--- src/rtl/layer_sequencer.sv ---
// Layer sequencer: walks a programmable table of conv/pool/fc layers, pulsing the matching
// engine reset per layer, waiting for its done pulse, and guarding each layer with a watchdog.
module layer_sequencer #(
    parameter int unsigned MAX_LAYERS = 16,
    parameter int unsigned LAYER_W    = 4,
    parameter int unsigned TIMEOUT_W  = 20
) (
    input  logic               clk,
    input  logic               rst,
    input  logic               ena,
    input  logic               cfgWe,
    input  logic [LAYER_W-1:0] cfgAddr,
    input  logic [1:0]         cfgType,
    input  logic [LAYER_W:0]   numLayers,
    input  logic               pcieDataReady,
    input  logic               convStatus,
    input  logic               poolStatus,
    input  logic               fcStatus,
    input  logic               abort,
    output logic [LAYER_W-1:0] runLayer,
    output logic [1:0]         runType,
    output logic               runValid,
    output logic               convRst,
    output logic               poolRst,
    output logic               fcRst,
    output logic               weightReadEn,
    output logic               biasReadEn,
    output logic               busy,
    output logic               done,
    output logic               timeoutErr
);

    localparam int unsigned NW = LAYER_W + 1;
    localparam logic [1:0] T_CONV = 2'b00;
    localparam logic [1:0] T_POOL = 2'b01;
    localparam logic [1:0] T_FC   = 2'b10;
    localparam logic [1:0] T_END  = 2'b11;

    typedef enum logic [2:0] {S_IDLE, S_LAUNCH, S_RUN, S_DONE, S_ERR} state_t;

    state_t               state_q, state_d;
    logic [LAYER_W-1:0]   run_layer_q, run_layer_d;
    logic [1:0]           run_type_q, run_type_d;
    logic [NW-1:0]        n_q, n_d;
    logic [TIMEOUT_W-1:0] wd_q, wd_d;
    logic                 timeout_q, timeout_d;
    logic [1:0]           table_q [MAX_LAYERS];
    logic [1:0]           table_d [MAX_LAYERS];
    logic                 run_valid_q, run_valid_d;
    logic                 conv_rst_q, conv_rst_d;
    logic                 pool_rst_q, pool_rst_d;
    logic                 fc_rst_q, fc_rst_d;
    logic                 param_rd_q, param_rd_d;
    logic                 busy_q, busy_d;
    logic                 done_q, done_d;

    logic [TIMEOUT_W-1:0] wd_inc;
    logic [LAYER_W-1:0]   next_layer;
    logic                 status_match;

    assign wd_inc     = wd_q + TIMEOUT_W'(1);
    assign next_layer = run_layer_q + LAYER_W'(1);
    assign status_match = (run_type_q == T_CONV && convStatus) ||
                          (run_type_q == T_POOL && poolStatus) ||
                          (run_type_q == T_FC   && fcStatus);

    // State and registered outputs; ena gating is folded into the _d logic
    always_ff @(posedge clk or negedge rst) begin
        if (!rst) begin
            state_q     <= S_IDLE;
            run_layer_q <= '0;
            run_type_q  <= T_CONV;
            n_q         <= '0;
            wd_q        <= '0;
            timeout_q   <= 1'b0;
            for (int i = 0; i < int'(MAX_LAYERS); i++) table_q[i] <= T_END;
            run_valid_q <= 1'b0;
            conv_rst_q  <= 1'b1;
            pool_rst_q  <= 1'b1;
            fc_rst_q    <= 1'b1;
            param_rd_q  <= 1'b0;
            busy_q      <= 1'b0;
            done_q      <= 1'b0;
        end else begin
            state_q     <= state_d;
            run_layer_q <= run_layer_d;
            run_type_q  <= run_type_d;
            n_q         <= n_d;
            wd_q        <= wd_d;
            timeout_q   <= timeout_d;
            table_q     <= table_d;
            run_valid_q <= run_valid_d;
            conv_rst_q  <= conv_rst_d;
            pool_rst_q  <= pool_rst_d;
            fc_rst_q    <= fc_rst_d;
            param_rd_q  <= param_rd_d;
            busy_q      <= busy_d;
            done_q      <= done_d;
        end
    end

    // Next-state: abort beats everything; a matching status beats watchdog expiry
    always_comb begin
        state_d     = state_q;
        run_layer_d = run_layer_q;
        run_type_d  = run_type_q;
        n_d         = n_q;
        wd_d        = wd_q;
        timeout_d   = timeout_q;
        table_d     = table_q;
        if (ena) begin
            if (abort) begin
                state_d     = S_IDLE;
                timeout_d   = 1'b0;
                run_layer_d = '0;
                run_type_d  = T_CONV;
            end else begin
                unique case (state_q)
                    S_IDLE: begin
                        if (cfgWe && ({1'b0, cfgAddr} < NW'(MAX_LAYERS)))
                            table_d[cfgAddr] = cfgType;
                        if (pcieDataReady) begin
                            n_d = (numLayers > NW'(MAX_LAYERS)) ? NW'(MAX_LAYERS) : numLayers;
                            if (n_d == '0) begin
                                state_d = S_DONE;
                            end else begin
                                run_layer_d = '0;
                                run_type_d  = table_q[0];
                                state_d     = S_LAUNCH;
                            end
                        end
                    end
                    S_LAUNCH: begin
                        wd_d    = '0;
                        state_d = (run_type_q == T_END) ? S_DONE : S_RUN;
                    end
                    S_RUN: begin
                        if (status_match) begin
                            if (NW'(run_layer_q) + NW'(1) == n_q) begin
                                state_d = S_DONE;
                            end else begin
                                run_layer_d = next_layer;
                                run_type_d  = table_q[next_layer];
                                state_d     = S_LAUNCH;
                            end
                        end else begin
                            wd_d = wd_inc;
                            if (wd_inc == {TIMEOUT_W{1'b1}}) begin
                                state_d   = S_ERR;
                                timeout_d = 1'b1;
                            end
                        end
                    end
                    S_DONE: if (!pcieDataReady) state_d = S_IDLE;
                    S_ERR:  state_d = S_ERR;
                    default: state_d = S_IDLE;
                endcase
            end
        end
    end

    // Output decode from the upcoming state so every output comes straight off a flop
    always_comb begin
        run_valid_d = run_valid_q;
        conv_rst_d  = conv_rst_q;
        pool_rst_d  = pool_rst_q;
        fc_rst_d    = fc_rst_q;
        param_rd_d  = param_rd_q;
        busy_d      = busy_q;
        done_d      = done_q;
        if (ena) begin
            busy_d      = state_d inside {S_LAUNCH, S_RUN, S_ERR};
            run_valid_d = (state_d == S_RUN);
            conv_rst_d  = !(state_d == S_LAUNCH && run_type_d == T_CONV);
            pool_rst_d  = !(state_d == S_LAUNCH && run_type_d == T_POOL);
            fc_rst_d    = !(state_d == S_LAUNCH && run_type_d == T_FC);
            param_rd_d  = (state_d == S_RUN) && (run_type_d == T_CONV || run_type_d == T_FC);
            done_d      = (state_d == S_DONE) && (state_q != S_DONE);
        end
    end

    assign runLayer     = run_layer_q;
    assign runType      = run_type_q;
    assign runValid     = run_valid_q;
    assign convRst      = conv_rst_q;
    assign poolRst      = pool_rst_q;
    assign fcRst        = fc_rst_q;
    assign weightReadEn = param_rd_q;
    assign biasReadEn   = param_rd_q;
    assign busy         = busy_q;
    assign done         = done_q;
    assign timeoutErr   = timeout_q;

endmodule
--- config.mk ---
export PLATFORM = sky130hd
export DESIGN_NAME = layer_sequencer
export DESIGN_NICKNAME = d
export VERILOG_FILES = /design/src/rtl/layer_sequencer.sv
export SDC_FILE = /design/constraint.sdc
export NUM_CORES = 1
export LEC_CHECK = 0
export CORE_MARGIN = 2
export CORE_UTILIZATION = 51
export DETAILED_ROUTE_END_ITERATION = 8
export GPL_TIMING_DRIVEN = 0
export PLACE_DENSITY = 0.73
export SLEW_MARGIN = 40
export SYNTH_ARGS = -nofsm -noshare
export SYNTH_HDL_FRONTEND = slang
export SYNTH_SLANG_ARGS = --single-unit
--- constraint.sdc ---
create_clock -name clk -period 3.6 [get_ports clk]
set_input_delay 0.72 -clock clk [delete_from_list [all_inputs] [get_ports clk]]
set_output_delay 0.72 -clock clk [all_outputs]
set_load 0.01 [all_outputs]
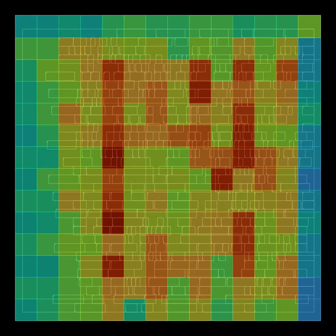
Figure 1: run 1, congestion heat map.
fin util: 61.4%
DR WL/cell: 17.4 microns
routing usage on met1: 30.6%

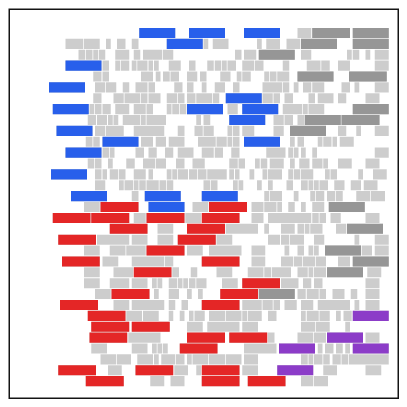
Figure 2: run 1, register map, names as in the netlist.
Drawn at 4 px/micron. Other sequential cells in the stronger grey, the rest of the logic in the fainter grey.
Key: n_q = purple [sequential cells 5, where bottom right]; wd_q = blue [sequential cells 20]; table_q = red [sequential cells 32]
Register Area: 0.00190 sq mm
flop share of the area: 37.2%

==> impl_metrics.toml, run 1 <==
# synthesis and place-and-route metrics
[status]
status = "finished clean"

[sta]
setup_ws_ns = 0.754
hold_ws_ns = 0.208
period_needed_ns = 2.85
rsz0062_at_grt = "no"
drv_slew = 0

[synth]
synth.most_common_cell = "dfrtp_1"
synthesis.area_sq_mm = 0.00440
edf_count = 0
synth_warnings = 0
synth_cell_types = 67
synth-main-ff-cell = "dfrtp_1"
async_reset_ff_share_pct = 100

[grt]
globalRoute.busiestLayer = "met2"
grt_pass1_wl_mm = 17.1
grt-ovfl-total = 0

[routing]
dr_wl_met3_microns = 497
postRouteAntennaNets = 0
routed_wl_mm = 10.2
drtPass1Iterations = 5
drcViolationCount = 0

[power]
ir_drop_uv = 172
p_per_area_mw_per_mm2 = 427
power.total_w = 0.00218

[floorplan]
die_h_microns = 96.9
fp_util_pct = 53.0
taps = 105
core_sq_mm = 0.00830
dieArea_sq_mm = 0.00938
die_width_microns = 96.9

[finish]
syn2layout_area_growth_pct = 15.8
fin_area_sq_mm = 0.00509
regMostFlops = "table_q"
final_layout_size_suffix_gt1_share_pct = 24.5
inv_count = 9
largest_register_ffs = 32
fillCellCount = 711
biggestCellCategory = "logic gates"

[setup_path]
crit_start = "wd_q[1]$_DFFE_PN0P_"
crit_path_end_kind = "flop"
crit_chain = "ha_1, buf_6, a41oi_1, or4_1, a211o_1, a211oi_2, nand3_1, and2_4, o41a_1"
r2r_setup_slack_ns = 0.75
rr_worst_depth = 9
path_depth = 9
critPathTopFamily = "AND-OR/OR-AND gates"
rr_endpoint = "poolRst$_DFFE_PN1P_"

[run]
maxCapViolations = 0

[clocking]
cts.path.max_buffers = 2
cts.sinks = 74
cts_made_buffers = 9
clockRootBuffer = "clkbuf_8"

[place]
dp_slack_ns = 0.592
placed_cells = 571
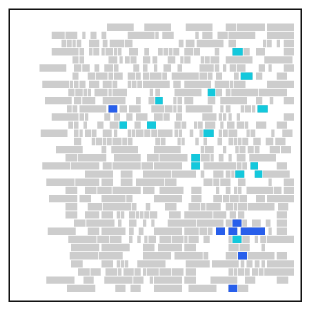
Figure 3: run 1, logic cells by family.
Drawn at 3 px/micron.
Key: XOR/XNOR gates = blue [cells 7, most used xnor2_1, where bottom right]; AND-OR and OR-AND gates = cyan [cells 14, most used a21o_1]
most used logic cell in the final layout: dfrtp_1
fraction of area in multi-input gates: 45.4%
Final Non-Filler Cells: 587

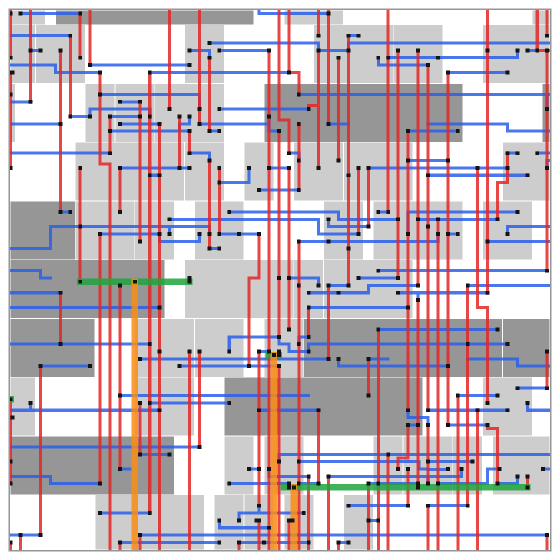
Figure 4: run 1, a small window of the routed layout.
Window x 60 to 85, y 60 to 85 microns. Cells in grey, sequential cells in the stronger grey; small squares are vias.
Key: metal 2 = red; metal 1 = blue; metal 4 = orange; metal 3 = green
Most frequent: dfrtp_1 (5). Sequential cells in the window: 5. 44 logic cells have their middle in the window. Netlist names of flops here include state_q (3), wd_q (2).

==> run 1: logic make-up after synthesis <==
family / after synthesis / share of synthesized area (%)
and+or+nand+nor: 154 / 19.0
muxes: 49 / 14.4
AOI/OAI and AO/OA: 109 / 16.6
buffers and inverters: 36 / 4.35
xor gates and xnor gates: 7 / 1.71
adders and majority gates: 3 / 0.854
DFF: 74 / 43.1
==> run 1: cell usage in the layout, fill, tap and decap left out, types with 15 or more instances in the layout <==
master	netlist	layout
clkbuf_1	15	16
clkdlybuf4s50_1	0	32
dfrtp_1	39	39
dfstp_2	35	35
mux2_2	34	34
nand2_1	32	32
nand3_1	15	15
nor2_1	37	37
o21ai_0	36	36
==> run 1: power by group <==
part           switching [W]  internal [W]
Clock               0.000330      0.000359
Sequential         0.0000634      0.000957
Combinational       0.000241      0.000224
Total               0.000635       0.00154
==> run 2: changes to the inputs <==
PLACE_DENSITY = 0.76   (was 0.73)
clock period = 2.3 ns   (was 3.6 ns; I/O delays follow)
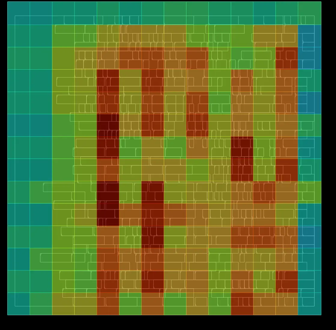
Figure 5: run 2, congestion heat map.
routing usage on met1: 31.9%
Global Route Usage Sum: 23.7%
Global Route met3 Usage: 3.83%
met2 usage: 38.4%

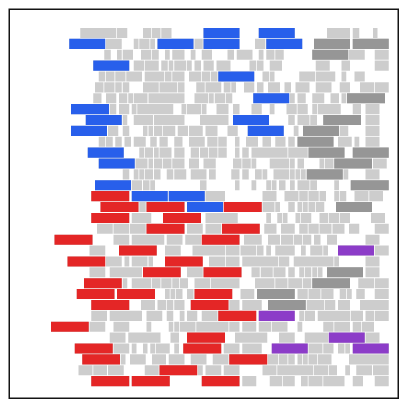
Figure 6: run 2, register map, names as in the netlist.
Drawn at 4 px/micron. Other sequential cells in the stronger grey, the rest of the logic in the fainter grey.
Key: wd_q = blue [sequential cells 20]; n_q = purple [sequential cells 5, where bottom right]; table_q = red [sequential cells 32]
Register Area: 0.00190 sq mm
Seq power: 0.00161 W
fin util: 66.2%

==> impl_metrics.toml, run 2 <==
# synthesis and place-and-route metrics
[power]
clock_power_w = 0.00112
p_sw_w = 0.00105
internal_power_w = 0.00256
p_per_area_mw_per_mm2 = 657
maxPowerGroup = "sequential cells"
seq_power_share_pct = 44.5
comb_cell_power_w = 0.000879

[status]
violations = "negative setup slack"
status = "complete, but fails checks"

[finish]
final_layout_size_suffix_gt1_share_pct = 34.2
inv_count = 9
syn2layout_area_growth_pct = 25.0
largest_register_ffs = 32
biggestCellCategory = "logic gates"
seq-cell-share_pct = 34.6
layout_top_cell = "dfstp_2"
fin_area_sq_mm = 0.00550

[routing]
dr_wl_met3_microns = 545
wl_per_cell_microns = 18.6
drtPass1Iterations = 5
routed_wl_mm = 11.2

[sta]
setup_viol = 4
setup_ws_ns = -0.165
rsz0062_at_grt = "yes"
hold_ws_ns = 0.500

[clocking]
cts.path.max_buffers = 2
cts.sinks = 74

[run]
maxCapViolations = 0

[synth]
edf_count = 0
async_reset_ff_share_pct = 100

[grt]
globalRoute.busiestLayer = "met2"
grt_pass1_wl_mm = 18.3
grt-ovfl-total = 0

[place]
dp_slack_ns = -0.452
placed_cells = 571

[floorplan]
taps = 105
die_width_microns = 96.9

[setup_path]
crit_path_end_kind = "flop"
rr_worst_depth = 7
run 2: cell counts after synthesis:
No cell type changed its count.
run 2: how the worst max path moves through the flow:
stage	slack (ns)	endpoint
3_3_place_gp	-1.93	wd_q[1]$_DFFE_PN0P_
5_1_grt	-0.22	poolRst$_DFFE_PN1P_
4_1_cts	-0.13	poolRst$_DFFE_PN1P_
2_1_floorplan	-0.20	poolRst$_DFFE_PN1P_
6_report	-0.17	poolRst$_DFFE_PN1P_
3_5_place_dp	-0.45	poolRst$_DFFE_PN1P_
run 2: cell families (layout without fill, tap and decap cells):
group	count (synthesis)	count (layout)	synth area share, %
mux	49	49	14.4
xor+xnor	7	7	1.71
fa+ha+maj	3	3	0.854
buf+inv	36	101	4.35
compound gates	109	109	16.6
simple gates	154	154	19.0
flops	74	74	43.1
==> run 3: changes to the inputs <==
--- a/config.mk
+++ b/config.mk
@@ -9,5 +9,6 @@
 export CORE_UTILIZATION = 51
+export CTS_CLUSTER_DIAMETER = 30
 export DETAILED_ROUTE_END_ITERATION = 8
 export GPL_TIMING_DRIVEN = 0
-export PLACE_DENSITY = 0.76
+export PLACE_DENSITY_LB_ADDON = 0.12
 export SLEW_MARGIN = 40
==> constraint.sdc (replaced) <==
create_clock -name clk -period 2.3 [get_ports clk]
set_input_delay 0.23 -clock clk [delete_from_list [all_inputs] [get_ports clk]]
set_output_delay 0.23 -clock clk [all_outputs]
set_load 0.01 [all_outputs]
==> impl_metrics.toml, run 3 <==
# synthesis and place-and-route metrics
[grt]
grt_pass1_wl_mm = 17.8
grt-ovfl-total = 0
track_usage_pct = 23.3
grt_pass1_vias = 3528

[clocking]
clk_pin_slew_ns = 0.09
cts_tree = "yes"
cts.sinks = 74
clk_latency_ns = 0.36
cts.path.max_buffers = 2
cts_made_buffers = 9
holdBufCountCts = 1
postCtsSetupRepairBufs = 10

[status]
violations = "negative setup slack"
status = "complete, but fails checks"

[synth]
syn_avg_cell_area_sq_um = 10.2
synth-simple-area-share_pct = 19.0
synthAdderAreaFrac_pct = 0.853
async_reset_ff_share_pct = 100
synth-compound-area-share_pct = 16.6
xor_share_pct = 1.71
synth-main-ff-cell = "dfrtp_1"
ys_ff = 74
yosys_area_sq_mm = 0.00440
ys_sh_mux_pct = 14.4
synth.logic.top_family = "simple AND/OR/NAND/NOR gates"
synth_top_area_share_pct = 22.2
top_cells_by_count = "dfrtp_1, nor2_1, o21ai_0"
synth.most_common_cell = "dfrtp_1"
edf_count = 0

[routing]
via_count = 3701
wl_per_cell_microns = 18.0
postRouteAntennaNets = 0
routed_wl_mm = 10.9
drtPass1Iterations = 5
via_per_inst = 6.15

[finish]
syn2layout_area_growth_pct = 22.8
clock_buffers = 9
biggestCellCategory = "logic gates"
fin_area_sq_mm = 0.00540
final_layout_size_suffix_gt1_share_pct = 32.2
flop_area_sq_mm = 0.00190
logic_area_sq_mm = 0.00247
clkCellAreaFrac_pct = 3.36
inv_count = 9
largest_register_ffs = 32
diodes = 0
logic_gates = 322

[power]
clock_power_w = 0.000973
maxPowerGroup = "sequential cells"
internal_power_w = 0.00238
seq_power_share_pct = 45.8
p_per_area_mw_per_mm2 = 646
power.leakage_nw = 2.18
netSwitchingFraction_pct = 31.8
comb_cell_power_w = 0.000918
p_sw_w = 0.00111

[floorplan]
taps = 105
row_count = 33
die_h_microns = 96.9
die_width_microns = 96.9

[sta]
finalCritPeriodShare_pct = 108
max_slew_margin_pct = 56.9
max_freq_ghz = 0.403
setup_ws_ns = -0.184
hold_ws_ns = 0.285
setup_viol = 7
rsz0062_at_grt = "yes"

[setup_path]
critPathKind = "reg2reg"
crit_path_end_kind = "flop"

[place]
dp_slack_ns = -0.438
placed_cells = 571
placed_area_sq_mm = 0.00491

[min_path]
hold_path_class = "in2async"

[run]
maxCapViolations = 0
## run 3: routing by layer
layer / up-vias / track usage [%] / routed length, microns
li1: 1742 / - / -
met1: 1824 / 33.7 / 5010
met2: 117 / 36.1 / 5190
met3: 18 / 3.11 / 503
met4: 0 / 7.91 / 155
met5: - / 0 / 0
## run 3: final timing paths
path,to,depth (start not counted),from,slack [ns]
max in group asynchronous,table_q[19]$_DFFE_PN1P_,3,rst,1.43
max,poolRst$_DFFE_PN1P_,9,runLayer[0]$_DFFE_PN0P_,-0.18
min reg2reg,convRst$_DFFE_PN1P_,2,convRst$_DFFE_PN1P_,0.49
min in group clk,runLayer[0]$_DFFE_PN0P_,2,abort,0.30
max reg2reg,poolRst$_DFFE_PN1P_,9,runLayer[0]$_DFFE_PN0P_,-0.18
min,n_q[2]$_DFFE_PN0P_,2,rst,0.28
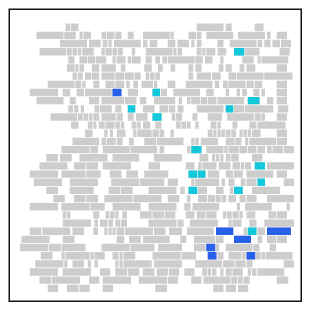
Figure 7: run 3, logic cells by family.
Drawn at 3 px/micron.
Key: AND-OR and OR-AND gates = cyan [cells 14, most used a21o_1]; XOR/XNOR gates = blue [cells 7, most used xnor2_1]
Final Non-Filler Cells: 602
fraction of area in multi-input gates: 45.7%

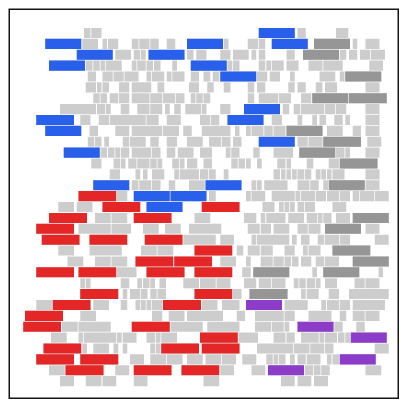
Figure 8: run 3, register map, names as in the netlist.
Drawn at 4 px/micron. Other sequential cells in the stronger grey, the rest of the logic in the fainter grey.
flop share of the area: 35.2%
fin util: 65.1%
Seq power: 0.00160 W

No activity file was given, so power comes from the tool's default toggle rates.
